Fig. 1: M2 wires
Cells faint in the background.
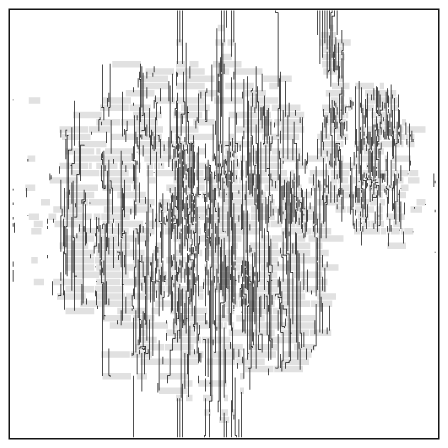
Fig. 2: congestion heat map
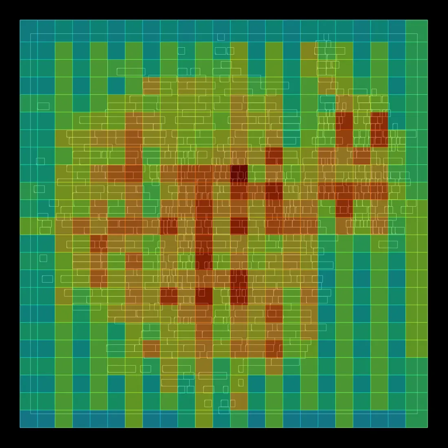
## src/rtl/pc_sequencer_pkg.sv

```systemverilog
// Shared types for the BeeF program-counter sequencer: opcodes, FSM states
// and sticky error codes.
package pc_sequencer_pkg;

    localparam int OP_W = 9;

    typedef enum logic [OP_W-1:0] {
        NOP   = 9'd0,
        ADD   = 9'd1,
        SUB   = 9'd2,
        LEFT  = 9'd3,
        RIGHT = 9'd4,
        INP   = 9'd5,
        OUTP  = 9'd6,
        CBF   = 9'd7,
        CBB   = 9'd8
    } op_code;

    typedef enum logic [2:0] {
        ST_RUN,
        ST_BUBBLE,
        ST_SKIP,
        ST_SKIP_BUBBLE,
        ST_ERROR
    } pc_seq_state_t;

    typedef enum logic [1:0] {
        ERR_NONE      = 2'd0,
        ERR_STACK_OVF = 2'd1,
        ERR_STACK_UDF = 2'd2,
        ERR_SKIP_OVF  = 2'd3
    } pc_seq_err_t;

endpackage

```

## src/rtl/pc_sequencer_loop_stack.sv

```systemverilog
// Return-address LIFO for CBF/CBB loops. Push and pop are ignored when the
// stack is full or empty respectively; the owner flags those as errors.
module loop_stack #(
    parameter int DEPTH = 8,
    parameter int W     = 16
) (
    input  logic         clk,
    input  logic         reset,
    input  logic         push,
    input  logic         pop,
    input  logic [W-1:0] din,
    output logic [W-1:0] top,
    output logic         empty,
    output logic         full
);
    localparam int AW = $clog2(DEPTH);

    logic [AW:0]   cnt_q, cnt_d;
    logic [W-1:0]  mem_q [DEPTH];
    logic [W-1:0]  mem_d [DEPTH];
    logic          do_push, do_pop;

    assign empty   = (cnt_q == '0);
    assign full    = (cnt_q == (AW+1)'(DEPTH));
    assign do_push = push && !full;
    assign do_pop  = pop && !empty;
    assign top     = mem_q[AW'(cnt_q - 1'b1)];

    always_comb begin
        cnt_d = cnt_q;
        mem_d = mem_q;
        if (do_push) begin
            mem_d[cnt_q[AW-1:0]] = din;
            cnt_d = cnt_q + 1'b1;
        end else if (do_pop) begin
            cnt_d = cnt_q - 1'b1;
        end
    end

    always_ff @(posedge clk) begin
        if (reset) begin
            cnt_q <= '0;
        end else begin
            cnt_q <= cnt_d;
        end
    end

    // Entry contents need no reset; the count alone defines what is live.
    always_ff @(posedge clk) begin
        mem_q <= mem_d;
    end

endmodule

```

## src/rtl/pc_sequencer.sv

```systemverilog
// Program-counter sequencer for the BeeF core: zero-latency issue, hardware
// loops via a return-address stack, nesting-aware forward skip, post-issue bubbles.
module pc_sequencer
    import pc_sequencer_pkg::*;
#(
    parameter int INSTR_W       = 9,
    parameter int PC_W          = 16,
    parameter int STACK_DEPTH   = 8,
    parameter int SKIP_MAX      = 255,
    parameter int BUBBLE_CYCLES = 1
) (
    input  logic               clk,
    input  logic               reset,
    input  logic [INSTR_W-1:0] instruction,
    input  logic               instr_valid,
    input  logic [PC_W-1:0]    pc,
    input  logic               cond_zero,
    input  logic               stall_in,
    output logic [PC_W-1:0]    pc_next,
    output logic               write_enable,
    output logic               write_src,
    output logic               bubble,
    output logic               skipping,
    output logic               error,
    output logic [1:0]         err_code
);
    localparam int  SD_W       = $clog2(SKIP_MAX + 1);
    localparam int  BC_W       = (BUBBLE_CYCLES > 1) ? $clog2(BUBBLE_CYCLES) : 1;
    localparam bit  HAS_BUBBLE = (BUBBLE_CYCLES > 0);
    localparam logic [BC_W-1:0] BC_LOAD  = HAS_BUBBLE ? BC_W'(BUBBLE_CYCLES - 1) : '0;
    localparam logic [SD_W-1:0] SKIP_LIM = SD_W'(SKIP_MAX);

    pc_seq_state_t   state_q, state_d;
    logic [SD_W-1:0] depth_q, depth_d;
    logic [BC_W-1:0] bcnt_q, bcnt_d;
    pc_seq_err_t     err_q, err_d;

    logic [OP_W-1:0] op_bits;
    op_code          op;
    logic            issue;
    logic            push, pop;
    logic [PC_W-1:0] top;
    logic            empty, full;
    logic [PC_W-1:0] pc_next_c;
    logic            we_c, src_c;
    logic            err_hit;
    pc_seq_err_t     err_sel;

    assign op_bits = OP_W'(instruction);
    assign op      = op_code'(op_bits);
    assign issue   = instr_valid && !stall_in
                     && (state_q == ST_RUN || state_q == ST_SKIP);

    loop_stack #(
        .DEPTH (STACK_DEPTH),
        .W     (PC_W)
    ) u_loop_stack (
        .clk   (clk),
        .reset (reset),
        .push  (push),
        .pop   (pop),
        .din   (pc),
        .top   (top),
        .empty (empty),
        .full  (full)
    );

    always_comb begin
        state_d   = state_q;
        depth_d   = depth_q;
        bcnt_d    = bcnt_q;
        err_d     = err_q;
        push      = 1'b0;
        pop       = 1'b0;
        pc_next_c = pc + PC_W'(1);
        we_c      = 1'b0;
        src_c     = 1'b0;
        err_hit   = 1'b0;
        err_sel   = ERR_NONE;

        case (state_q)
            ST_RUN: begin
                if (issue) begin
                    we_c    = 1'b1;
                    bcnt_d  = BC_LOAD;
                    state_d = HAS_BUBBLE ? ST_BUBBLE : ST_RUN;
                    case (op)
                        CBF: begin
                            if (cond_zero) begin
                                depth_d = SD_W'(1);
                                state_d = HAS_BUBBLE ? ST_SKIP_BUBBLE : ST_SKIP;
                            end else if (full) begin
                                err_hit = 1'b1;
                                err_sel = ERR_STACK_OVF;
                            end else begin
                                push = 1'b1;
                            end
                        end
                        CBB: begin
                            if (empty) begin
                                err_hit = 1'b1;
                                err_sel = ERR_STACK_UDF;
                            end else if (cond_zero) begin
                                pop = 1'b1;
                            end else begin
                                pc_next_c = top + PC_W'(1);
                                src_c     = 1'b1;
                            end
                        end
                        default: ;
                    endcase
                end
            end
            ST_SKIP: begin
                if (issue) begin
                    we_c    = 1'b1;
                    bcnt_d  = BC_LOAD;
                    state_d = HAS_BUBBLE ? ST_SKIP_BUBBLE : ST_SKIP;
                    case (op)
                        CBF: begin
                            if (depth_q == SKIP_LIM) begin
                                err_hit = 1'b1;
                                err_sel = ERR_SKIP_OVF;
                            end else begin
                                depth_d = depth_q + SD_W'(1);
                            end
                        end
                        CBB: begin
                            depth_d = depth_q - SD_W'(1);
                            if (depth_q == SD_W'(1) && !HAS_BUBBLE) begin
                                state_d = ST_RUN;
                            end
                        end
                        default: ;
                    endcase
                end
            end
            ST_BUBBLE, ST_SKIP_BUBBLE: begin
                if (!stall_in) begin
                    if (bcnt_q == '0) begin
                        // depth reaching zero during the skip bubbles means the skip is over
                        if (state_q == ST_BUBBLE || depth_q == '0) begin
                            state_d = ST_RUN;
                        end else begin
                            state_d = ST_SKIP;
                        end
                    end else begin
                        bcnt_d = bcnt_q - BC_W'(1);
                    end
                end
            end
            default: ;
        endcase

        if (err_hit) begin
            state_d = ST_ERROR;
            err_d   = err_sel;
            we_c    = 1'b0;
            src_c   = 1'b0;
            push    = 1'b0;
            pop     = 1'b0;
        end
    end

    always_ff @(posedge clk) begin
        if (reset) begin
            state_q <= ST_RUN;
            depth_q <= '0;
            bcnt_q  <= '0;
            err_q   <= ERR_NONE;
        end else begin
            state_q <= state_d;
            depth_q <= depth_d;
            bcnt_q  <= bcnt_d;
            err_q   <= err_d;
        end
    end

    // Reset forces every output low in the same cycle, ahead of any decode.
    assign pc_next      = reset ? '0 : pc_next_c;
    assign write_enable = !reset && we_c;
    assign write_src    = !reset && src_c;
    assign bubble       = !reset && (state_q == ST_BUBBLE || state_q == ST_SKIP_BUBBLE);
    assign skipping     = !reset && (state_q == ST_SKIP || state_q == ST_SKIP_BUBBLE);
    assign error        = !reset && (state_q == ST_ERROR);
    assign err_code     = reset ? 2'd0 : err_q;

endmodule

```

## config.mk

```make
export PLATFORM = sky130hd
export DESIGN_NAME = pc_sequencer
export DESIGN_NICKNAME = d
export VERILOG_FILES = /design/src/rtl/pc_sequencer_pkg.sv /design/src/rtl/pc_sequencer_loop_stack.sv /design/src/rtl/pc_sequencer.sv
export SDC_FILE = /design/constraint.sdc
export NUM_CORES = 1
export LEC_CHECK = 0
export CAP_MARGIN = 10
export CORE_MARGIN = 4
export CORE_UTILIZATION = 30
export CTS_CLUSTER_SIZE = 10
export DETAILED_ROUTE_END_ITERATION = 8
export GPL_TIMING_DRIVEN = 0
export MAX_ROUTING_LAYER = met4
export SYNTH_ARGS = -nofsm -noshare
export SYNTH_HDL_FRONTEND = slang
export SYNTH_SLANG_ARGS = --single-unit
```

## constraint.sdc

```tcl
create_clock -name clk -period 5.11 [get_ports clk]
set_clock_uncertainty 0.2 [all_clocks]
set_input_delay 1.533 -clock clk [delete_from_list [all_inputs] [get_ports clk]]
set_output_delay 1.533 -clock clk [all_outputs]
set_load 0.02 [all_outputs]
```

==> impl_metrics.json <==
{
  "power_uw": 2670,
  "portBuffers": 52,
  "antenna_found_initial": 0,
  "core_um2": 22800,
  "ys_cells": 501,
  "crit_path_end_kind": "output pin",
  "slew_viol_final": 0,
  "grt_pass1_wl_um": 28200,
  "ant_nets": 0,
  "cts-root-buf": "clkbuf_16",
  "synthXorXnorAreaFrac_pct": 4.77,
  "crit_type": "primary input to output pin",
  "n_fill_cell": 2032,
  "drive_gt1_share_pct": 37.3,
  "htreeDepth": 4,
  "clock_area_share_pct": 6.24,
  "gp_congestion": 0.868,
  "cp-start-kind": "primary input",
  "track_usage_pct": 14.7,
  "cts_setup_buffers": 34,
  "post-route-period-util_pct": 104,
  "power_density_nw_per_um2": 279,
  "fa_ha_area_share_pct": 2.08,
  "clockBufferCount": 17,
  "tightest_slew_ns": 0.940,
  "logic_gate_count": 323,
  "slowest_delay_ns": 0.38,
  "syn2layout_area_growth_pct": 37.0,
  "die_w_um": 160,
  "finalSetupViolCount": 17,
  "first_iter_violations": 343,
  "yosys_warnings": 0,
  "slew_headroom_pct": 36.8,
  "yosys-top-cells-area": "edfxtp_1, mux4_2, dfxtp_1, mux2i_1, nor2_1",
  "firstDrtPassIters": 6,
  "num_tap_cells": 313,
  "area_dominant_class": "registers",
  "ys_seq_share_pct": 60.0,
  "place_ws_ns": -1.41,
  "path_cells": "buf_6 -> nor4_4 -> and3b_2 -> inv_4 -> or3_4 -> nor3_4 -> buf_6 -> clkbuf_16 -> o21bai_4 -> a311oi_2 -> buf_4",
  "grt_max_degree": 17,
  "layoutNonFillerInstCount": 957,
  "worstPathRequired_ns": 3.38,
  "cp_data_arrival_time_ns": 3.58,
  "drc": 0,
  "synthCells": 501,
  "cap_violations": 0,
  "tns_ns": -2.23,
  "design.seq.count": 145,
  "comb_share_pct": 31.5,
  "cts_tree": "done",
  "crit_slowest_cell": "or3_4",
  "dpl_cell_area_um2": 8180,
  "setup_slack_ns": -0.199,
  "cts_buffers": 17,
  "violations": "setup timing",
  "outcome": "complete, but fails checks",
  "hold_violations": 0,
  "initial_utilization_pct": 30.6,
  "aoi_share_pct": 5.13,
  "power.leakage_uw": 0.00327,
  "path_max_fanout": 5,
  "rows": 55,
  "synth_area_um2": 6970,
  "clk_pin_slew_ns": 0.06,
  "synth-simple-area-share_pct": 12.7,
  "warnings": 30,
  "cts_num_sinks": 145,
  "grt_pass1_vias": 4873
}
Back to the opening pictures, Fig. 1:
617 nets have wire on it. The wires run mostly vertical.
final wirelength: 18100 um
DR vias: 4797

Back to the opening pictures, Fig. 2:
Final Util: 41.9%
grt peak-use layer: met2
met1 global-route usage: 18.5%
met3 GRT Util: 2.95%
GR Layer Usage met2: 24.4%

-- flip-flops by register name, summed over array words and instances (netlist names) --
name	cells
depth_q	8
err_q	2
state_q	3
u_loop_stack.cnt_q	4
u_loop_stack.mem_q	128
-- where the power goes --
part | internal (uW) | switching (uW)
Combinational | 48.6 | 70.9
Clock | 735 | 525
Sequential | 1290 | 0.208
Total | 2070 | 596
-- worst paths after layout --
path / depth (start not counted) / from / to
max: 11 / instruction[7] / pc_next[13]
min: 2 / err_q[0]$_SDFFE_PP0P_ / err_q[0]$_SDFFE_PP0P_
max reg2reg: 7 / state_q[1]$_SDFFE_PP0P_ / u_loop_stack.mem_q[117]$_DFFE_PP_
min reg2reg: 2 / err_q[0]$_SDFFE_PP0P_ / err_q[0]$_SDFFE_PP0P_
-- placed cells by master, fill, tap and decap left out, drive strengths merged, types with 8 or more instances in the layout --
cell           instances
inv                   19
mux2i                 18
clkbuf                31
xor2                  18
buf                   93
clkdlybuf4s15          9
a211oi                 9
edfxtp               128
nand3                 14
nor2                  46
clkdlybuf4s50          9
nand2                 39
a21oi                 16
o21ai                  8
mux4                  32
ha                    10
dfxtp                 17
xnor2                 17
nand4                 12
nor3                  17
-- per-layer routing --
metal	vias to the layer above	wire, um	track usage, %
met5	-	0	-
met2	141	9210	24.4
met4	0	274	3.95
li1	2191	-	-
met1	2431	7800	18.5
met3	34	796	2.95
-- cells in the mapped netlist (all sizes together), types with 5 or more instances --
cell type    n
buf         12
ha          10
a21oi       16
nand2b       7
inv         10
mux2i       18
dfxtp       17
nor4         6
nor3b        5
xnor2       17
xor2        18
edfxtp     128
nand4       12
mux4        32
nor3        17
clkbuf      11
o21ai        8
nor2        46
a211oi       9
nand2       39
nand3       14
Power figures rest on the tool's default switching activity, not on a simulated workload.
